### Selected gate families

Bar = 50 um.
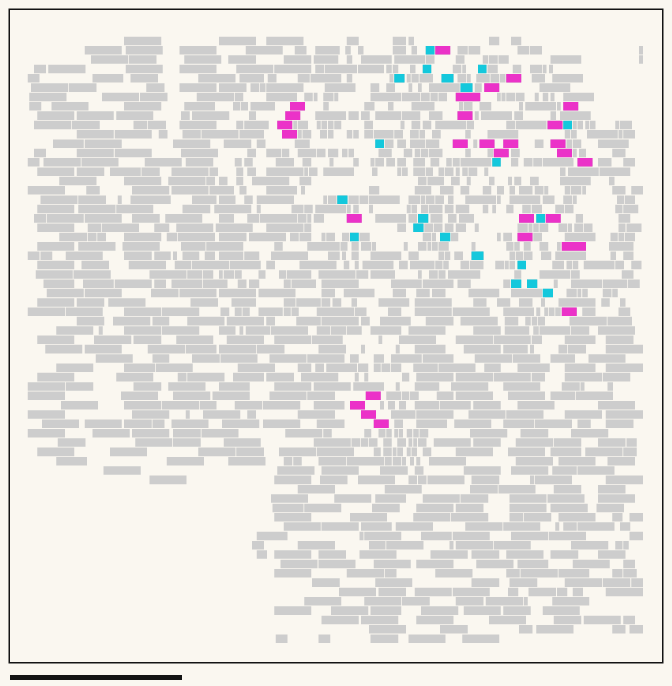
### Register map, names as in the netlist

Bar = 50 um. Other sequential cells in the stronger gray, the rest of the logic in the fainter gray.
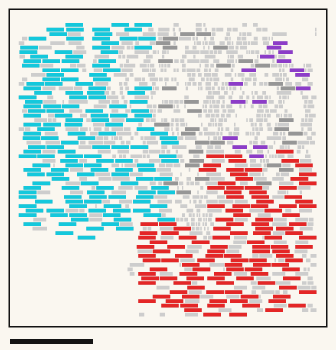
### Drive-strength map

Bar = 50 um.
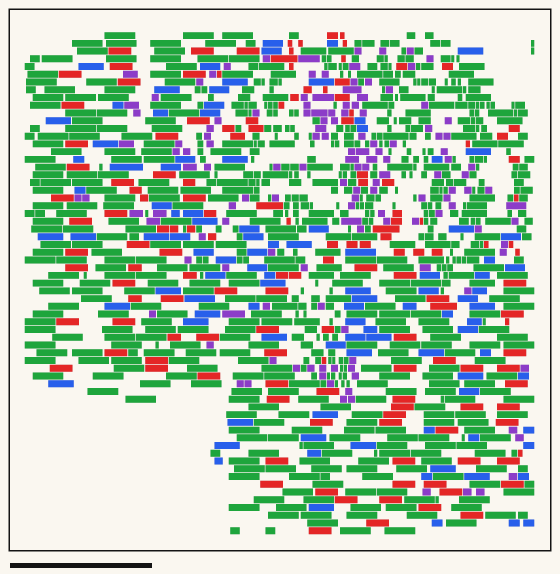
### Cell classes on the final placement

Bar = 50 um.
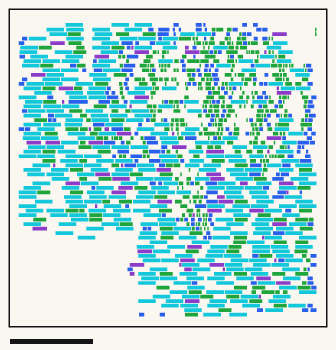
<file path="config.mk">
export PLATFORM = sky130hd
export DESIGN_NAME = apb_uart_fifo_ctrl
export DESIGN_NICKNAME = d
export VERILOG_FILES = /design/src/rtl/apb_uart_fifo_ctrl.sv
export SDC_FILE = /design/constraint.sdc
export NUM_CORES = 1
export LEC_CHECK = 0
export CAP_MARGIN = 10
export CORE_MARGIN = 5
export CORE_UTILIZATION = 45
export CTS_CLUSTER_SIZE = 40
export DETAILED_ROUTE_END_ITERATION = 7
export GPL_ROUTABILITY_DRIVEN = 1
export SLEW_MARGIN = 5
export SYNTH_ARGS = -nofsm -noshare
export SYNTH_HDL_FRONTEND = slang
export SYNTH_SLANG_ARGS = --single-unit
</file>
<file path="constraint.sdc">
create_clock -name PCLK -period 3.5 [get_ports PCLK]
set_clock_uncertainty 0.2 [all_clocks]
set_input_delay 0.875 -clock PCLK [delete_from_list [all_inputs] [get_ports PCLK]]
set_output_delay 0.875 -clock PCLK [all_outputs]
set_load 0.005 [all_outputs]
</file>
<file path="src/rtl/apb_uart_fifo_ctrl.sv">
// APB3 register front end for the UART engine: TX/RX FIFOs, level thresholds, sticky flags, IRQ.
// Optional RX idle timeout flag is built only when APB_UART_RX_TIMEOUT_EN is defined.
module apb_uart_fifo_ctrl #(
  parameter int DATA_W      = 8,
  parameter int DEPTH       = 16,
  parameter int TIMEOUT_CYC = 1024
) (
  input  logic              PCLK,
  input  logic              aresetn,
  input  logic [4:0]        PADDR,
  input  logic              PSEL,
  input  logic              PENABLE,
  input  logic              PWRITE,
  input  logic [15:0]       PWDATA,
  output logic [15:0]       PRDATA,
  output logic              PREADY,
  output logic              PSLVERR,
  output logic [DATA_W-1:0] tx_data,
  output logic              tx_valid,
  input  logic              tx_ready,
  input  logic [DATA_W-1:0] rx_data,
  input  logic [1:0]        rx_err,
  input  logic              rx_valid,
  output logic              IRQ
);
  localparam int AW = $clog2(DEPTH);
  localparam int CW = AW + 1;
  localparam int RW = DATA_W + 2;
`ifdef APB_UART_RX_TIMEOUT_EN
  localparam logic [4:0] IRQ_EN_MASK = 5'h1f;
`else
  localparam logic [4:0] IRQ_EN_MASK = 5'h0f;
`endif

  logic [DATA_W-1:0] tx_mem [DEPTH];
  logic [RW-1:0]     rx_mem [DEPTH];

  logic [AW-1:0] tx_wr_ptr_q, tx_wr_ptr_d, tx_rd_ptr_q, tx_rd_ptr_d;
  logic [AW-1:0] rx_wr_ptr_q, rx_wr_ptr_d, rx_rd_ptr_q, rx_rd_ptr_d;
  logic [CW-1:0] tx_count_q, tx_count_d, rx_count_q, rx_count_d;
  logic [15:0]   ctrl_q, ctrl_d;
  logic [4:0]    irq_en_q, irq_en_d;
  logic [2:0]    sticky_q, sticky_d;
  logic          irq_q, irq_d;

  logic       acc, wr_acc, rd_acc;
  logic [2:0] reg_sel;
  logic       tx_empty, tx_full, rx_empty, rx_full;
  logic       tx_wr, tx_push, tx_pop, tx_ovf_set, flush_tx;
  logic       rx_push, rx_pop, rx_ovf_set, flush_rx;
  logic       tx_lvl, rx_lvl, to_set;
  logic [2:0] w1c;
  logic [4:0] irq_stat;
  logic [15:0] prdata;
  logic       unused_bits;

  assign acc     = PSEL && PENABLE;
  assign wr_acc  = acc && PWRITE;
  assign rd_acc  = acc && !PWRITE;
  assign reg_sel = PADDR[4:2];
  assign unused_bits = &{1'b0, PADDR[1:0]};

  assign tx_empty = (tx_count_q == '0);
  assign tx_full  = (tx_count_q == CW'(DEPTH));
  assign rx_empty = (rx_count_q == '0);
  assign rx_full  = (rx_count_q == CW'(DEPTH));

  assign tx_valid = !tx_empty;
  assign tx_data  = tx_empty ? '0 : tx_mem[tx_rd_ptr_q];

  assign tx_wr      = wr_acc && (reg_sel == 3'd0);
  assign flush_tx   = wr_acc && (reg_sel == 3'd7) && PWDATA[0];
  assign flush_rx   = wr_acc && (reg_sel == 3'd7) && PWDATA[1];
  assign tx_pop     = !tx_empty && tx_ready;
  assign tx_push    = tx_wr && (!tx_full || tx_pop);
  assign tx_ovf_set = tx_wr && tx_full && !tx_pop;
  assign rx_pop     = rd_acc && (reg_sel == 3'd1) && !rx_empty;
  assign rx_push    = rx_valid && (!rx_full || rx_pop);
  assign rx_ovf_set = rx_valid && !rx_push;

  assign tx_lvl   = (8'(tx_count_q) <= ctrl_q[15:8]);
  assign rx_lvl   = (ctrl_q[7:0] != 8'd0) && (8'(rx_count_q) >= ctrl_q[7:0]);
  assign irq_stat = {sticky_q, tx_lvl, rx_lvl};
  assign w1c      = (wr_acc && (reg_sel == 3'd6)) ? PWDATA[4:2] : 3'b000;

  // Storage has no reset: emptiness is tracked entirely by the counts.
  always_ff @(posedge PCLK) begin
    if (tx_push && !flush_tx) tx_mem[tx_wr_ptr_q] <= PWDATA[DATA_W-1:0];
    if (rx_push && !flush_rx) rx_mem[rx_wr_ptr_q] <= {rx_err, rx_data};
  end

  always_comb begin
    tx_wr_ptr_d = tx_wr_ptr_q;
    tx_rd_ptr_d = tx_rd_ptr_q;
    tx_count_d  = tx_count_q;
    rx_wr_ptr_d = rx_wr_ptr_q;
    rx_rd_ptr_d = rx_rd_ptr_q;
    rx_count_d  = rx_count_q;
    if (flush_tx) begin
      tx_wr_ptr_d = '0;
      tx_rd_ptr_d = '0;
      tx_count_d  = '0;
    end else begin
      if (tx_push) tx_wr_ptr_d = tx_wr_ptr_q + AW'(1);
      if (tx_pop)  tx_rd_ptr_d = tx_rd_ptr_q + AW'(1);
      case ({tx_push, tx_pop})
        2'b10:   tx_count_d = tx_count_q + CW'(1);
        2'b01:   tx_count_d = tx_count_q - CW'(1);
        default: tx_count_d = tx_count_q;
      endcase
    end
    if (flush_rx) begin
      rx_wr_ptr_d = '0;
      rx_rd_ptr_d = '0;
      rx_count_d  = '0;
    end else begin
      if (rx_push) rx_wr_ptr_d = rx_wr_ptr_q + AW'(1);
      if (rx_pop)  rx_rd_ptr_d = rx_rd_ptr_q + AW'(1);
      case ({rx_push, rx_pop})
        2'b10:   rx_count_d = rx_count_q + CW'(1);
        2'b01:   rx_count_d = rx_count_q - CW'(1);
        default: rx_count_d = rx_count_q;
      endcase
    end
  end

  always_comb begin
    ctrl_d   = (wr_acc && (reg_sel == 3'd4)) ? PWDATA : ctrl_q;
    irq_en_d = (wr_acc && (reg_sel == 3'd5)) ? (PWDATA[4:0] & IRQ_EN_MASK) : irq_en_q;
    // A set event in the same cycle as its clear wins.
    sticky_d = (sticky_q & ~w1c) | {to_set, tx_ovf_set, rx_ovf_set};
    irq_d    = |(irq_stat & irq_en_q);
  end

`ifdef APB_UART_RX_TIMEOUT_EN
  localparam int TW = $clog2(TIMEOUT_CYC) + 1;
  logic [TW-1:0] to_cnt_q, to_cnt_d;
  logic          to_clr;

  assign to_clr = rx_push || rx_pop || flush_rx || rx_empty;

  // Counter saturates at TIMEOUT_CYC so the flag fires once per idle stretch.
  always_comb begin
    to_cnt_d = to_cnt_q;
    to_set   = 1'b0;
    if (to_clr) begin
      to_cnt_d = '0;
    end else if (to_cnt_q != TW'(TIMEOUT_CYC)) begin
      to_cnt_d = to_cnt_q + TW'(1);
      to_set   = (to_cnt_q == TW'(TIMEOUT_CYC - 1));
    end
  end

  always_ff @(posedge PCLK or negedge aresetn) begin
    if (!aresetn) to_cnt_q <= '0;
    else          to_cnt_q <= to_cnt_d;
  end
`else
  localparam int unused_timeout_cyc = TIMEOUT_CYC;
  assign to_set = 1'b0;
`endif

  always_ff @(posedge PCLK or negedge aresetn) begin
    if (!aresetn) begin
      tx_wr_ptr_q <= '0;
      tx_rd_ptr_q <= '0;
      tx_count_q  <= '0;
      rx_wr_ptr_q <= '0;
      rx_rd_ptr_q <= '0;
      rx_count_q  <= '0;
      ctrl_q      <= 16'h0001;
      irq_en_q    <= '0;
      sticky_q    <= '0;
      irq_q       <= 1'b0;
    end else begin
      tx_wr_ptr_q <= tx_wr_ptr_d;
      tx_rd_ptr_q <= tx_rd_ptr_d;
      tx_count_q  <= tx_count_d;
      rx_wr_ptr_q <= rx_wr_ptr_d;
      rx_rd_ptr_q <= rx_rd_ptr_d;
      rx_count_q  <= rx_count_d;
      ctrl_q      <= ctrl_d;
      irq_en_q    <= irq_en_d;
      sticky_q    <= sticky_d;
      irq_q       <= irq_d;
    end
  end

  always_comb begin
    prdata = '0;
    if (rd_acc) begin
      case (reg_sel)
        3'd1:    prdata = rx_empty ? 16'h0000 : 16'(rx_mem[rx_rd_ptr_q]);
        3'd2:    prdata = {12'd0, rx_full, rx_empty, tx_full, tx_empty};
        3'd3:    prdata = {8'(rx_count_q), 8'(tx_count_q)};
        3'd4:    prdata = ctrl_q;
        3'd5:    prdata = {11'd0, irq_en_q};
        3'd6:    prdata = {11'd0, irq_stat};
        default: prdata = '0;
      endcase
    end
  end

  assign PRDATA  = prdata;
  assign PREADY  = 1'b1;
  assign PSLVERR = 1'b0;
  assign IRQ     = irq_q;
endmodule

</file>
==> deck_impl_summary.md <==
Synthesis and Place & Route Summary

Global routing
  – M2 GR Usage: 31.38%
  – Initial antenna violation count: 0
  – Tot GR Track Use: 19.07%
  – First-pass GRT wire length: 52560 um
  – Gr ovfl total: 0
  – Vias in the first global route: roughly 8700
  – GRT Max-Usage Layer: met2

Final timing
  – # setup viols final: 15
  – Fin crit period: 3674 ps
  – RSZ-0062 raised after global routing: true
  – Slew Viols, Final: 0
  – Slew headroom: 45.31%
  – Hold Vio Cnt, Final: 0
  – Final worst slack: -173.6 ps

Clock network
  – Max clock buf depth: 3
  – # hold bufs at CTS: 0
  – Clock slew at reported path FFs: 60 ps
  – Resize count post-CTS: 167
  – CTS sink count: about 340
  – Clk Latency, worst-skew pair: 520 ps
  – TritonCTS clock tree: done

Floorplan
  – Chip height: 189.9 um
  – Chip Area: 36060 um^2
  – Initial Utilization: 45.91%

Synthesis
  – Post-synth EDFFs: roughly 290
  – Ys Warns: 0
  – Synth area leader: edfxtp_1
  – Yosys reg bits: ~340
  – Top FF cell, synth: edfxtp_1
  – Simple-gate share of the synthesized area: between 6 and 7%
  – Comb area leader: multiplexers

Placed design
  – Dpl hpwl: 22200 um
  – Placed Cells: 1388
  – Placer Congestion: 0.8403
  – I/O Buffers: around 61

Critical path
  – Levels on crit path: 9
  – CP delay by family, top: multiplexers
  – Worst setup EP type: output pin
  – Crit path buf inv count: 4
  – Critical Path RT: about 2400 ps
  – Setup slack, reg-to-reg: ~400 ps
  – Worst Setup Start Kind: flop

Pwr
  – Pleak: roughly 6.7 nW
  – Top Consumer: registers
  – P_clk: 3.59 mW
  – Cell Pwr Density: 700.6 nW/um^2
  – Sequential Power Share: 38.9%
  – Sw Share: 28.62%

Status
  – Run status: finished, violations left
  – Violated checks: setup timing

Detailed routing
  – WL/cell: 22.64 um
  – Wl on met1: between 15000 and 20000 um
  – Drt first-iter violations: 636
  – WL final: 33660 um
  – DRT Pass-1 Iters: 5

Cells and area
  – Comb gates: 436
  – # diodes: 0
  – Inverters: 26
  – Top reg by flops: rx_mem
  – # clk buffers: 50
  – Layout cells sized above 1: 35.48%
  – Reg area: 9905 um^2

Job
  – Max-Cap Viols: 0
-- 'Selected gate families' (at the start) --
| family | color | cells |
|---|---|---|
| adder and majority cells | magenta | 28 |
| AND-OR and OR-AND gates | cyan | 20 |

-- 'Register map, names as in the netlist' (at the start) --
| netlist name | color | sequential cells |
|---|---|---|
| `ctrl_q` | purple | 16 |
| `rx_mem` | cyan | 160 |
| `tx_mem` | red | 128 |
not colored: 34
sequential cell area share: 53.73%
sequential power: 5.02 mW

-- 'Drive-strength map' (at the start) --
| size | color | cells |
|---|---|---|
| drive 6 and up | blue | 102 |
| drive 3 to 4 | purple | 139 |
| drive 2 | red | 144 |
| drive 1 or less | green | 700 |
final worst slack: -173.6 ps
Final Cell Area: 18440 um^2
area grow syn2layout: 26.60%
Repair and plain buffers: 222

-- 'Cell classes on the final placement' (at the start) --
| class | color | cells |
|---|---|---|
| flip-flops | cyan | 338 |
| other buffers and delay cells | blue | 222 |
| all other logic | green | 462 |
| clock drivers and dummy loads | purple | 63 |
core box area: 31720 um^2
final cell utilization of the core: 58.12%
num rows: 65

No activity file was given, so power comes from the tool's default toggle rates.
